==> config.mk <==
export PLATFORM = sky130hd
export DESIGN_NAME = apb_req_arbiter
export DESIGN_NICKNAME = d
export VERILOG_FILES = /design/src/rtl/apb_bridge_pkg.sv /design/src/rtl/apb_rr_pick.sv /design/src/rtl/apb_req_arbiter.sv
export SDC_FILE = /design/constraint.sdc
export NUM_CORES = 1
export LEC_CHECK = 0
export CORE_AREA = 5 5 115 117
export CTS_CLUSTER_SIZE = 20
export DETAILED_ROUTE_END_ITERATION = 16
export DIE_AREA = 0 0 120 122
export HOLD_SLACK_MARGIN = 0.05
export PLACE_DENSITY = 0.85
export SLEW_MARGIN = 10
export SYNTH_ARGS = -nofsm -noshare
export SYNTH_HDL_FRONTEND = slang
export SYNTH_SLANG_ARGS = --single-unit
==> constraint.sdc <==
create_clock -name Hclk -period 21.4 [get_ports Hclk]
set_clock_uncertainty 0.2 [all_clocks]
set_input_delay 6.42 -clock Hclk [delete_from_list [all_inputs] [get_ports Hclk]]
set_output_delay 6.42 -clock Hclk [all_outputs]
set_load 0.01 [all_outputs]
==> src/rtl/apb_bridge_pkg.sv <==
// Shared definitions for the AHB-to-APB bridge: FSM encoding, slave address map
// and the one-hot slave select values.
package apb_bridge_pkg;

  typedef enum logic [1:0] {
    IDLE   = 2'd0,
    SETUP  = 2'd1,
    ACCESS = 2'd2,
    DECERR = 2'd3
  } apb_state_e;

  localparam logic [31:0] SLV_MASK  = 32'hFC00_0000;
  localparam logic [31:0] SLV0_BASE = 32'h8000_0000;
  localparam logic [31:0] SLV1_BASE = 32'h8400_0000;
  localparam logic [31:0] SLV2_BASE = 32'h8800_0000;

  localparam logic [2:0] PSEL_NONE = 3'b000;
  localparam logic [2:0] PSEL_S0   = 3'b001;
  localparam logic [2:0] PSEL_S1   = 3'b010;
  localparam logic [2:0] PSEL_S2   = 3'b100;

  // Decode on addr[31:26]; PSEL_NONE means the address is unmapped.
  function automatic logic [2:0] psel_decode(input logic [31:0] addr);
    logic [31:0] region;
    region = addr & SLV_MASK;
    if (region == SLV0_BASE) begin
      return PSEL_S0;
    end else if (region == SLV1_BASE) begin
      return PSEL_S1;
    end else if (region == SLV2_BASE) begin
      return PSEL_S2;
    end
    return PSEL_NONE;
  endfunction

endpackage

==> src/rtl/apb_rr_pick.sv <==
// Combinational round-robin picker: first valid requester at or after rr_ptr,
// ascending with wrap.
module apb_rr_pick #(
  parameter int unsigned NREQ = 2,
  parameter int unsigned IW   = 1
) (
  input  logic [NREQ-1:0] req_valid,
  input  logic [IW-1:0]   rr_ptr,
  output logic [NREQ-1:0] grant,
  output logic [IW-1:0]   grant_idx,
  output logic            grant_any
);

  int unsigned     cand;
  logic [IW-1:0]   cand_idx;

  always_comb begin
    grant     = '0;
    grant_idx = '0;
    grant_any = 1'b0;
    cand      = 0;
    cand_idx  = '0;
    for (int unsigned off = 0; off < NREQ; off++) begin
      cand     = (32'(rr_ptr) + off) % NREQ;
      cand_idx = IW'(cand);
      if (!grant_any && req_valid[cand_idx]) begin
        grant[cand_idx] = 1'b1;
        grant_idx       = cand_idx;
        grant_any       = 1'b1;
      end
    end
  end

endmodule

==> src/rtl/apb_req_arbiter.sv <==
// Round-robin sharing of one APB master port between NREQ requesters, with
// address decode, wait-state timeout and a per-transfer response pulse.
module apb_req_arbiter
  import apb_bridge_pkg::*;
#(
  parameter int unsigned NREQ    = 2,
  parameter int unsigned AW      = 32,
  parameter int unsigned DW      = 32,
  parameter int unsigned TIMEOUT = 16
) (
  input  logic             Hclk,
  input  logic             Hreset,
  input  logic [NREQ-1:0]  req_valid,
  input  logic [NREQ-1:0]  req_write,
  input  logic [NREQ*AW-1:0] req_addr,
  input  logic [NREQ*DW-1:0] req_wdata,
  output logic [NREQ-1:0]  req_ready,
  output logic [NREQ-1:0]  rsp_valid,
  output logic [DW-1:0]    rsp_rdata,
  output logic             rsp_err,
  output logic [AW-1:0]    Paddr,
  output logic [DW-1:0]    Pwdata,
  output logic             Pwrite,
  output logic [2:0]       Pselx,
  output logic             Penable,
  input  logic             Pready,
  input  logic [DW-1:0]    Prdata,
  input  logic             Pslverr
);

  localparam int unsigned IW = (NREQ > 1) ? $clog2(NREQ) : 1;
  localparam int unsigned CW = $clog2(TIMEOUT);
  localparam logic [CW-1:0] WAIT_LAST = CW'(TIMEOUT - 1);

  apb_state_e      state_q, state_d;
  logic [IW-1:0]   rr_ptr_q, owner_q;
  logic [CW-1:0]   wait_cnt_q;
  logic [AW-1:0]   addr_q;
  logic [DW-1:0]   wdata_q;
  logic            write_q;
  logic [2:0]      sel_q;
  logic [NREQ-1:0] rsp_valid_q;
  logic [DW-1:0]   rsp_rdata_q;
  logic            rsp_err_q;

  logic [NREQ-1:0] grant;
  logic [IW-1:0]   grant_idx;
  logic            grant_any;
  logic [AW-1:0]   win_addr;
  logic [DW-1:0]   win_wdata;
  logic            win_write;
  logic [2:0]      win_sel;
  logic            handshake;
  logic            done;
  logic            done_err;
  logic [DW-1:0]   done_rdata;

  apb_rr_pick #(
    .NREQ(NREQ),
    .IW  (IW)
  ) u_pick (
    .req_valid(req_valid),
    .rr_ptr   (rr_ptr_q),
    .grant    (grant),
    .grant_idx(grant_idx),
    .grant_any(grant_any)
  );

  assign win_addr  = req_addr[grant_idx*AW +: AW];
  assign win_wdata = req_wdata[grant_idx*DW +: DW];
  assign win_write = req_write[grant_idx];
  assign win_sel   = psel_decode(win_addr[31:0]);
  assign handshake = (state_q == IDLE) && grant_any;

  // Gated by Hreset so the accept is also 0 while reset is held.
  assign req_ready = (state_q == IDLE && !Hreset) ? grant : '0;

  always_comb begin
    state_d    = state_q;
    done       = 1'b0;
    done_err   = 1'b0;
    done_rdata = '0;
    unique case (state_q)
      IDLE: begin
        if (grant_any) begin
          state_d = (win_sel != PSEL_NONE) ? SETUP : DECERR;
        end
      end
      SETUP: state_d = ACCESS;
      ACCESS: begin
        if (Pready) begin
          done       = 1'b1;
          done_err   = Pslverr;
          done_rdata = (!write_q && !Pslverr) ? Prdata : '0;
          state_d    = IDLE;
        end else if (wait_cnt_q == WAIT_LAST) begin
          done     = 1'b1;
          done_err = 1'b1;
          state_d  = IDLE;
        end
      end
      DECERR: begin
        done     = 1'b1;
        done_err = 1'b1;
        state_d  = IDLE;
      end
      default: state_d = IDLE;
    endcase
  end

  always_ff @(posedge Hclk or posedge Hreset) begin
    if (Hreset) begin
      state_q     <= IDLE;
      rr_ptr_q    <= '0;
      owner_q     <= '0;
      wait_cnt_q  <= '0;
      addr_q      <= '0;
      wdata_q     <= '0;
      write_q     <= 1'b0;
      sel_q       <= PSEL_NONE;
      rsp_valid_q <= '0;
      rsp_rdata_q <= '0;
      rsp_err_q   <= 1'b0;
    end else begin
      state_q     <= state_d;
      rsp_valid_q <= done ? (NREQ'(1) << owner_q) : '0;
      rsp_rdata_q <= done_rdata;
      rsp_err_q   <= done_err;
      if (state_q == ACCESS && state_d == ACCESS) begin
        wait_cnt_q <= wait_cnt_q + 1'b1;
      end else begin
        wait_cnt_q <= '0;
      end
      if (handshake) begin
        owner_q  <= grant_idx;
        rr_ptr_q <= IW'((32'(grant_idx) + 1) % NREQ);
        // Unmapped transfers leave the APB bus values untouched.
        if (win_sel != PSEL_NONE) begin
          addr_q  <= win_addr;
          wdata_q <= win_wdata;
          write_q <= win_write;
          sel_q   <= win_sel;
        end
      end
    end
  end

  assign Paddr     = addr_q;
  assign Pwdata    = wdata_q;
  assign Pwrite    = write_q;
  assign Pselx     = (state_q == SETUP || state_q == ACCESS) ? sel_q : PSEL_NONE;
  assign Penable   = (state_q == ACCESS);
  assign rsp_valid = rsp_valid_q;
  assign rsp_rdata = rsp_rdata_q;
  assign rsp_err   = rsp_err_q;

endmodule

### Gate-type map

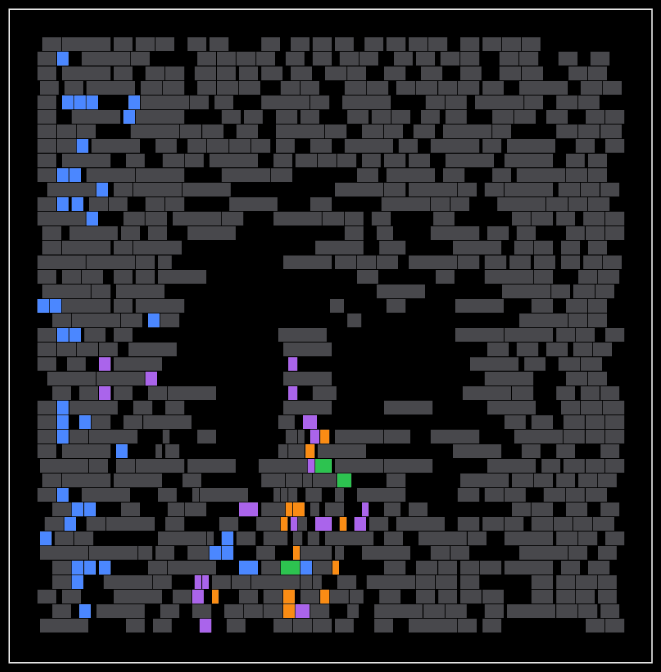
legend:
  NOR gates:
    colour: purple
    cells: 18
  AND-OR and OR-AND gates:
    colour: green
    cells: 3
  NAND gates:
    colour: orange
    cells: 12
    where: south
  AND and OR gates:
    colour: blue
    cells: 38
    where: a vertical strip on the left
final cell count without fillers: 782
logic gate fraction of the total cell area: 25.1%
highest-count logic cell in the final layout: sky130_fd_sc_hd__clkdlybuf4s50_1

### Placement by cell class

Bar = 20 microns.
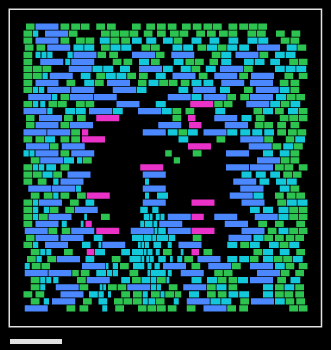
legend:
  clock drivers and dummy loads:
    colour: magenta
    cells: 16
  flip-flops:
    colour: blue
    cells: 111
  other buffers and delay cells:
    colour: green
    cells: 277
  all other logic:
    colour: cyan
    cells: 228
final instance area: 8090 sq um
flip-flop and latch share of the layout cell area: 34.4%
row cnt: 41
area of the core: 12,300 sq um

### Clock wires, drivers and flops

Bar = 20 microns.
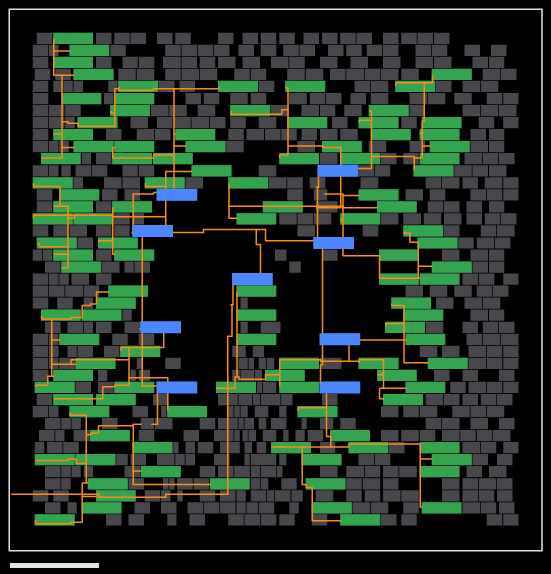
legend:
  flip-flops:
    colour: green
    count: 111
  clock wires:
    colour: orange
    length: 1,220 microns
  cells driving clock nets:
    colour: blue
    count: 9
flops lie: all over the die
clk ins delay skew pair: 0.33 ns
clock network fraction of total power: 19.4%
power dissipated in the clock network: 160 uW

==> changes_impl.md <==
### Changed

* CTS tree: yes
* Setup TNS at 0 ns
* Unique cell type count in the Yosys netlist at 32
* Logic gate share of total power at 42.3%
* Number of sinks driven by the clock tree at 111
* Buffers from clock root to sink, at most at 2
* Antenna Diode Count at 0
* Upper clock frequency limit at ~0.067 GHz
* Final Setup Violations at 0
* Most congested layer reported by global routing: met2
* Vias per Instance at 4.87
* Total congestion overflow at 0
* Number of max-slew violations in the final report at 0
* Vertical die size at 122 microns
* Predominant post-synthesis flop cell: sky130_fd_sc_hd__dfrtp_1
* Number of remaining DRC errors at 0
* Pin count of the biggest net entering global routing at 64
* Uppermost routed layer: met4
* Class of the tightest hold or removal check: reg -> reg
* Number of ports placed on the die boundary at 274
* Initial core utilization at between 40% and 50%
* Kind of launch point of the worst setup path: input port
* Count of instances resized after the clock tree is built at 0
* Count of input and output buffers at around 270
* Total standard cell area after synthesis at 4930 sq um
* Registers, synthesis at 111
* Overall power of the completed layout at 826 uW
* Commonest cells post-synth: 112 x sky130_fd_sc_hd__mux2_2, 111 x sky130_fd_sc_hd__dfrtp_1, 35 x sky130_fd_sc_hd__and2_1
* Wire length on met2 at just over 7 mm
* Depth of the worst register-to-register path at 5
* Crit Path Class: in -> out
* Utilization after layout at 65.9%
* Global Route Usage Sum at 19.0%
* Reg-to-reg endpoint: Pwdata[15]
* Register clock-pin slew on the reported worst setup and hold paths at approximately 0.07 ns
* Unrepaired setup endpoints after global routing: no
* Remaining number of nets flagged by the antenna check after routing at 0
* CTS H-tree lvls at 3
* First-pass GRT wire length at ~22 mm
* Status: complete, no violations
* Leading area contributor after synthesis: sky130_fd_sc_hd__dfrtp_1
* Internal power contribution at 582 uW
* Synth area leaders: sky130_fd_sc_hd__dfrtp_1 56%, sky130_fd_sc_hd__mux2_2 26%, sky130_fd_sc_hd__and2_1 4.4%
* Leakage component of the power at 3.49 nW
* Yosys top cell area share at 56.4%
cell usage in the layout (no fill, tap or decap), types with 2 or more instances in the layout:
| master | count |
|---|---|
| sky130_fd_sc_hd__and2_1 | 35 |
| sky130_fd_sc_hd__clkbuf_8 | 2 |
| sky130_fd_sc_hd__buf_4 | 4 |
| sky130_fd_sc_hd__clkinvlp_4 | 2 |
| sky130_fd_sc_hd__mux2i_1 | 6 |
| sky130_fd_sc_hd__ha_1 | 6 |
| sky130_fd_sc_hd__nor2b_1 | 6 |
| sky130_fd_sc_hd__nor3b_1 | 2 |
| sky130_fd_sc_hd__dfrtp_1 | 111 |
| sky130_fd_sc_hd__nand2_1 | 6 |
| sky130_fd_sc_hd__nand3_1 | 3 |
| sky130_fd_sc_hd__a31oi_1 | 3 |
| sky130_fd_sc_hd__clkdlybuf4s50_1 | 273 |
| sky130_fd_sc_hd__nor3_1 | 3 |
| sky130_fd_sc_hd__clkbuf_16 | 9 |
| sky130_fd_sc_hd__nor2_1 | 5 |
| sky130_fd_sc_hd__mux2_1 | 8 |
| sky130_fd_sc_hd__clkinv_4 | 2 |
| sky130_fd_sc_hd__inv_1 | 7 |
| sky130_fd_sc_hd__mux2_2 | 112 |
| sky130_fd_sc_hd__o21ai_0 | 4 |
| sky130_fd_sc_hd__a21oi_1 | 5 |
| sky130_fd_sc_hd__or2_2 | 2 |
logic make-up (layout without fill, tap and decap cells):
| group | Yosys count | in the layout | synth area share (%) |
|---|---|---|---|
| and+or+nand+nor | 68 | 68 | 8.02 |
| buffers and inverters | 24 | 301 | 2.59 |
| xor gates and xnor gates | 2 | 2 | 0.355 |
| AOI/OAI and AO/OA | 18 | 18 | 2.51 |
| adders and majority gates | 6 | 6 | 1.52 |
| DFF | 111 | 111 | 56.4 |
| muxes | 126 | 126 | 28.6 |
layout make-up:
class                           count  area (sq um)
Clock inverter                      5          41.3
Inverter                            8          32.5
Sequential cell                   111          2780
Clock buffer                       11           253
Timing Repair Buffer              277          2760
Tap cell                          150           188
Multi-Input combinational cell    220          2030
Fill cell                         904          4180
per-stage QoR:
| step | instance area, sq um | hold slack (ns) |
|---|---|---|
| finish | 8090 | 0.242 |
| detailed placement | 7790 | 0.237 |
| global route | 8090 | 0.265 |
| floorplan | 4930 | 0.218 |
| global placement | 7790 | 0.242 |
| CTS | 8090 | 0.247 |
worst max-delay path by stage:
stage	startpoint	end
after floorplan	Hreset	req_ready[0]
after global placement	Hreset	req_ready[0]
after detailed placement	Hreset	req_ready[0]
after CTS	Hreset	req_ready[0]
after global routing	Hreset	req_ready[0]
final	Hreset	req_ready[0]
worst max-delay path, cell delays in order:
cell                              delay (ns)
sky130_fd_sc_hd__clkdlybuf4s50_1        0.46
sky130_fd_sc_hd__inv_4                  0.47
sky130_fd_sc_hd__nand3_1                0.17
sky130_fd_sc_hd__a21oi_1                0.21
sky130_fd_sc_hd__clkdlybuf4s50_1        0.57
flip-flops by register name, indices dropped and copies added (netlist names):
signal      count
rsp_rdata      32
state_q         2
wait_cnt_q      4
owner_q         1
rsp_err         1
Paddr          32
Pwrite          1
Pwdata         32
sel_q           3
rr_ptr_q        1
rsp_valid       2
No activity file was given, so power comes from the tool's default toggle rates.
